==> images/util_map.png <==
6 x 6 tiles, from white (low) to dark blue (high), 0 to 100% covered.
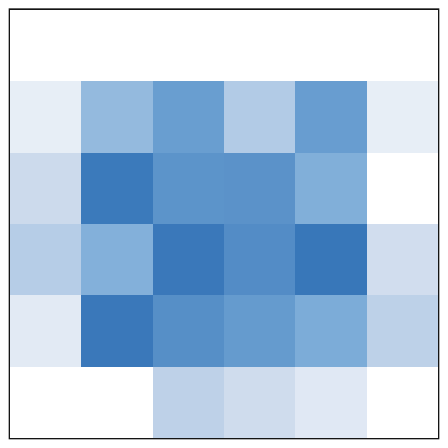
==> images/m1.png <==
The bar under the picture is 20 microns long.
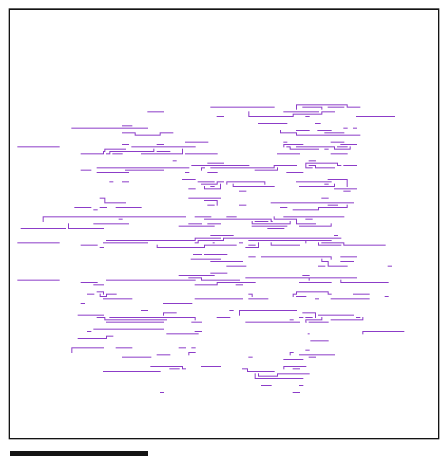
==> images/m3.png <==
The bar under the picture is 20 microns long. Cells faint in the background.
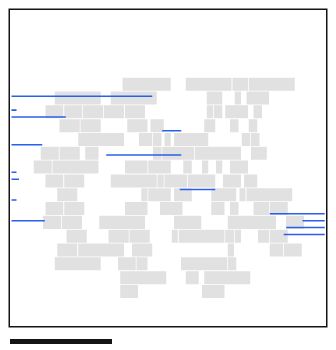
<file path="src/rtl/serial_pkg.sv">
// Definitions shared by the serial link transmitter and the future receiver.
// Holds the frame FSM states, the default geometry and a counter-width helper.
package serial_pkg;

   localparam int DATA_W_DEFAULT       = 8;
   localparam int CLKS_PER_BIT_DEFAULT = 4;

   typedef enum logic [1:0] {
      IDLE,
      START,
      DATA,
      STOP
   } serial_state_e;

   // Width needed to count 0..n-1, never narrower than one bit.
   function automatic int cnt_width(input int n);
      return (n > 1) ? $clog2(n) : 1;
   endfunction

endpackage

</file>
<file path="src/rtl/serial_baud_cnt.sv">
// Bit-period counter: runs 0..CLKS_PER_BIT-1 while enabled and raises tick
// on the last cycle of every bit period.
module serial_baud_cnt
   import serial_pkg::*;
#(
   parameter int CLKS_PER_BIT = CLKS_PER_BIT_DEFAULT
) (
   input  logic clk,
   input  logic reset,
   input  logic clear,
   output logic tick
);

   localparam int                CNT_W = cnt_width(CLKS_PER_BIT);
   localparam logic [CNT_W-1:0]  LAST  = CNT_W'(CLKS_PER_BIT - 1);

   logic [CNT_W-1:0] cnt;

   // NOTE: sequential state uses non-blocking (<=) so every flop samples
   // pre-edge values; blocking here would create order-dependent races.
   always_ff @(posedge clk or negedge reset) begin
      if (!reset) begin
         cnt <= '0;
      end else if (clear || tick) begin
         cnt <= '0;
      end else begin
         cnt <= cnt + CNT_W'(1);
      end
   end

   assign tick = (cnt == LAST);

endmodule

</file>
<file path="src/rtl/serial_tx.sv">
// Serial link transmitter: start bit 0, DATA_W data bits LSB first, stop bit 1,
// each held for CLKS_PER_BIT cycles; ready/valid handshake on the input side.
module serial_tx
   import serial_pkg::*;
#(
   parameter int DATA_W       = DATA_W_DEFAULT,
   parameter int CLKS_PER_BIT = CLKS_PER_BIT_DEFAULT
) (
   input  logic              clk,
   input  logic              reset,
   input  logic              tx_valid,
   input  logic [DATA_W-1:0] tx_data,
   output logic              tx_ready,
   output logic              tx_out,
   output logic              busy
);

   localparam int               IDX_W    = cnt_width(DATA_W);
   localparam logic [IDX_W-1:0] LAST_BIT = IDX_W'(DATA_W - 1);

   serial_state_e     state;
   logic [DATA_W-1:0] shift;
   logic [IDX_W-1:0]  bit_idx;
   logic              tick;
   logic              clear;

   // Holding the counter clear in IDLE aligns every bit period to acceptance.
   assign clear = (state == IDLE);

   serial_baud_cnt #(
      .CLKS_PER_BIT(CLKS_PER_BIT)
   ) u_baud_cnt (
      .clk  (clk),
      .reset(reset),
      .clear(clear),
      .tick (tick)
   );

   // tx_out, tx_ready and busy are flops updated with the state, so the line
   // never sees a combinational path from the inputs.
   always_ff @(posedge clk or negedge reset) begin
      if (!reset) begin
         state    <= IDLE;
         shift    <= '0;
         bit_idx  <= '0;
         tx_out   <= 1'b1;
         tx_ready <= 1'b1;
         busy     <= 1'b0;
      end else begin
         case (state)
            IDLE: begin
               if (tx_valid && tx_ready) begin
                  shift    <= tx_data;
                  bit_idx  <= '0;
                  state    <= START;
                  tx_out   <= 1'b0;
                  tx_ready <= 1'b0;
                  busy     <= 1'b1;
               end
            end
            START: begin
               if (tick) begin
                  state  <= DATA;
                  tx_out <= shift[0];
                  shift  <= shift >> 1;
               end
            end
            DATA: begin
               if (tick) begin
                  if (bit_idx == LAST_BIT) begin
                     state  <= STOP;
                     tx_out <= 1'b1;
                  end else begin
                     bit_idx <= bit_idx + IDX_W'(1);
                     tx_out  <= shift[0];
                     shift   <= shift >> 1;
                  end
               end
            end
            STOP: begin
               if (tick) begin
                  state    <= IDLE;
                  tx_ready <= 1'b1;
                  busy     <= 1'b0;
               end
            end
            default: begin
               state    <= IDLE;
               tx_out   <= 1'b1;
               tx_ready <= 1'b1;
               busy     <= 1'b0;
            end
         endcase
      end
   end

endmodule

</file>
<file path="config.mk">
export PLATFORM = sky130hd
export DESIGN_NAME = serial_tx
export DESIGN_NICKNAME = d
export VERILOG_FILES = /design/src/rtl/serial_pkg.sv /design/src/rtl/serial_baud_cnt.sv /design/src/rtl/serial_tx.sv
export SDC_FILE = /design/constraint.sdc
export NUM_CORES = 1
export LEC_CHECK = 0
export ABC_AREA = 0
export CAP_MARGIN = 20
export CORE_MARGIN = 4
export CORE_UTILIZATION = 35
export DETAILED_ROUTE_END_ITERATION = 10
export SLEW_MARGIN = 20
export SYNTH_ARGS = -nofsm -noshare
export SYNTH_HDL_FRONTEND = slang
export SYNTH_SLANG_ARGS = --single-unit
</file>
<file path="constraint.sdc">
create_clock -name clk -period 2.3 [get_ports clk]
set_input_delay 0.575 -clock clk [delete_from_list [all_inputs] [get_ports clk]]
set_output_delay 0.575 -clock clk [all_outputs]
set_load 0.02 [all_outputs]
</file>
==> results.py <==
# Auto-generated metrics
metrics = {
    "synthesis": {
        "synth_cells": 85,
        "synth-edff-count": 0,
        "synth-xor-area-share_pct": 0,
        "top_logic_kind": "multiplexers",
        "muxShareOfSynthArea_pct": 20.9,
        "syn_avg_cell_area_sq_um": 12.1,
        "synth-seq-cells": 18,
        "syn-num-nets": 105,
        "ys_sh_aoi_pct": 13.1,
        "ys_area_sq_um": 1030,
        "ys_cells": 85,
        "ff_type": "dfrtp_1",
        "async_flop_share_pct": 100,
        "synth.yosys.warnings": 0,
        "synthAdderAreaFrac_pct": 10.9,
        "synthSimpleGateAreaFrac_pct": 8.27,
        "ys_seq_share_pct": 44.0,
        "netlist_area_sq_um": 1030,
        "synth.distinct_cells": 26,
    },
    "timing": {
        "fin_ws_ns": 0.225,
        "worstMarginPinSlew_ns": 0.385,
        "setup_viol": 0,
        "setup_tns_ns": 0,
        "fin_crit_sh_pct": 90.2,
        "rsz0062_at_grt": "false",
        "finClkSkew_ns": 0.00179,
        "whs_ns": 0.444,
        "slew_violations": 0,
        "fmax_mhz": 482,
        "slew_headroom_pct": 74.4,
        "period_minus_slack_ns": 2.07,
        "hold_viol_final": 0,
    },
    "placement": {
        "portBuffers": 13,
        "place.gp.congestion": 0.817,
        "placed_cell_area_sq_um": 1200,
        "hpwlAfterDp_mm": 1.32,
        "dp.cells": 128,
        "dp_slack_ns": 0.369,
    },
    "critical_path": {
        "rr_endpoint": "shift[0]$_DFFE_PN0P_",
        "reg2regPathDepth": 4,
        "slowest_delay_ns": 0.61,
        "worstPathMaxFanout": 6,
        "critPathKind": "flop to output port",
        "cp_top_family": "buffers and inverters",
        "r2r_setup_slack_ns": 0.49,
        "cp.buffers_inverters": 1,
        "startpoint": "tx_ready$_DFFE_PN1P_",
        "endpoint": "tx_ready",
        "worstSetupEndpointType": "output port",
        "cp-start-kind": "flop",
        "worstPathArrival_ns": 1.50,
        "cp_num_cells": 1,
        "slowest_stage": "clkdlybuf4s50_1",
        "required_ns": 1.73,
        "path_cells": "clkdlybuf4s50_1",
    },
    "power_and_ir_drop": {
        "p_int_uw": 1060,
        "powerComb_uw": 949,
        "powerClk_uw": 197,
        "totalPowerFinal_uw": 1680,
        "clkPwrFrac_pct": 11.8,
        "cellPowerDensity_nw_per_um2": 1360,
        "leakagePower_uw": 0.000533,
        "powerSeq_uw": 530,
        "swShare_pct": 36.6,
        "seq_power_share_pct": 31.6,
        "p_comb_share_pct": 56.6,
        "maxPowerGroup": "combinational logic",
        "switchingPower_uw": 614,
        "ir_drop_uv": 593,
    },
    "finish": {
        "largest_registers": "shift: 8 flops, bit_idx: 3 flops",
        "final_cells": 132,
        "largest_reg_flops": 8,
        "stdcell_area_sq_um": 1230,
        "layout.area.seq_sq_um": 453,
        "area_growth_pct": 19.8,
        "diodes": 0,
        "nFillCells": 272,
        "regMostFlops": "shift",
        "final-comb-area_sq_um": 548,
        "nets": 122,
        "drive_above_1_share_pct": 27.7,
        "utilization_pct": 44.3,
    },
    "detailed_routing": {
        "dr.pass1.iters": 4,
        "via_per_inst": 5.22,
        "wire_per_inst_microns": 13.7,
        "wl_mm": 1.80,
        "ant_nets": 0,
        "drtIter0Drc": 16,
        "drc": 0,
        "vias": 689,
    },
    "floorplan": {
        "die-height_microns": 62.2,
        "chipArea_sq_um": 3870,
        "die_w_microns": 62.2,
        "rows": 19,
        "io_pins": 14,
        "core_area_sq_um": 2780,
        "fp_util_pct": 37.0,
    },
    "grt": {
        "grt_pass1_wl_mm": 3.39,
        "grt_start_max_net_pins": 19,
        "grt_overflow_total": 0,
        "antenna_found_initial": 0,
        "grt_use_total_pct": 10.5,
        "grt_pass1_vias": 774,
    },
    "cts": {
        "post_cts_buffers": 0,
        "clk_latency_ns": 0.30,
        "cts_resized": 0,
        "ctsHtreeMaxLevel": 1,
        "clkSinkCount": 18,
        "cts-root-buf": "clkbuf_4",
        "cts_made_buffers": 3,
        "max-clock-path-buffers": 2,
        "hold_buffers": 0,
        "cts_tree": "yes",
    },
    "min_path": {
        "hold_depth": 1,
        "hold_class": "flop to flop",
        "hold_end": "u_baud_cnt.cnt[0]$_DFF_PN0_",
        "holdCritStartpoint": "u_baud_cnt.cnt[0]$_DFF_PN0_",
    },
    "run": {
        "max_cap_violations": 0,
        "warning_count": 31,
    },
    "outcome": {
        "run_status": "finished, final reports clean",
    },
}
-- util_map.png (at the start) --
- densest ninth of the die: middle
- nearly empty tiles: 28%
- fullest tile: 71%

-- m1.png (at the start) --
- main direction: horizontal
- longest straight run: 20.7 microns
- share of all routed wire: 49%

-- m3.png (at the start) --
- share of all routed wire: 5.9%
- main direction: horizontal
- longest straight run: 27.4 microns
- nets with wire on the layer: 13
- wire length on this layer: 107 microns

cell usage in the layout, fill, tap and decap left out:
cell type | netlist | final
o21bai_4 | 1 | 1
nor2b_1 | 1 | 1
o21ai_0 | 4 | 4
clkbuf_4 | 0 | 3
a21oi_1 | 3 | 3
mux2i_1 | 2 | 2
nor3_1 | 1 | 1
o2bb2ai_1 | 1 | 1
o2111ai_2 | 1 | 1
mux2_4 | 1 | 1
a21boi_0 | 2 | 2
o311ai_1 | 3 | 3
inv_1 | 5 | 5
ha_1 | 9 | 9
clkdlybuf4s50_1 | 0 | 13
mux2_2 | 16 | 16
nor2_1 | 2 | 2
dfstp_2 | 2 | 2
nand3_4 | 1 | 1
nor3b_1 | 1 | 1
a31oi_1 | 1 | 1
clkbuf_8 | 0 | 1
dfrtp_1 | 16 | 16
a21bo_2 | 1 | 1
buf_4 | 0 | 1
nand3_1 | 4 | 4
nand2_1 | 4 | 4
nand2b_1 | 1 | 1
metal layers:
metal  vias up  track usage, %  wire length (microns)
li1        337               -                      -
met1       334            13.7                    877
met2        15            16.1                    808
met3         3            4.50                    107
met4         0            2.44                     11
met5         -               0                      0
cell usage after synthesis (2+ instances only):
cell type  number  area [sq um]
mux2i_1         2          20.0
o21ai_0         4          20.0
mux2_2         16           180
o311ai_1        3          26.3
nand2_1         4          15.0
ha_1            9           113
dfstp_2         2          52.6
inv_1           5          18.8
a21oi_1         3          15.0
nor2_1          2          7.51
dfrtp_1        16           400
nand3_1         4          20.0
a21boi_0        2          15.0
area by class of cell:
| type | instances | share of cell area (%) |
|---|---|---|
| Multi-Input combinational cell | 60 | 44.5 |
| Sequential cell | 18 | 36.8 |
| Timing Repair Buffer | 14 | 11.2 |
| Tap cell | 31 | 3.15 |
| Clock buffer | 4 | 2.94 |
| Inverter | 5 | 1.52 |
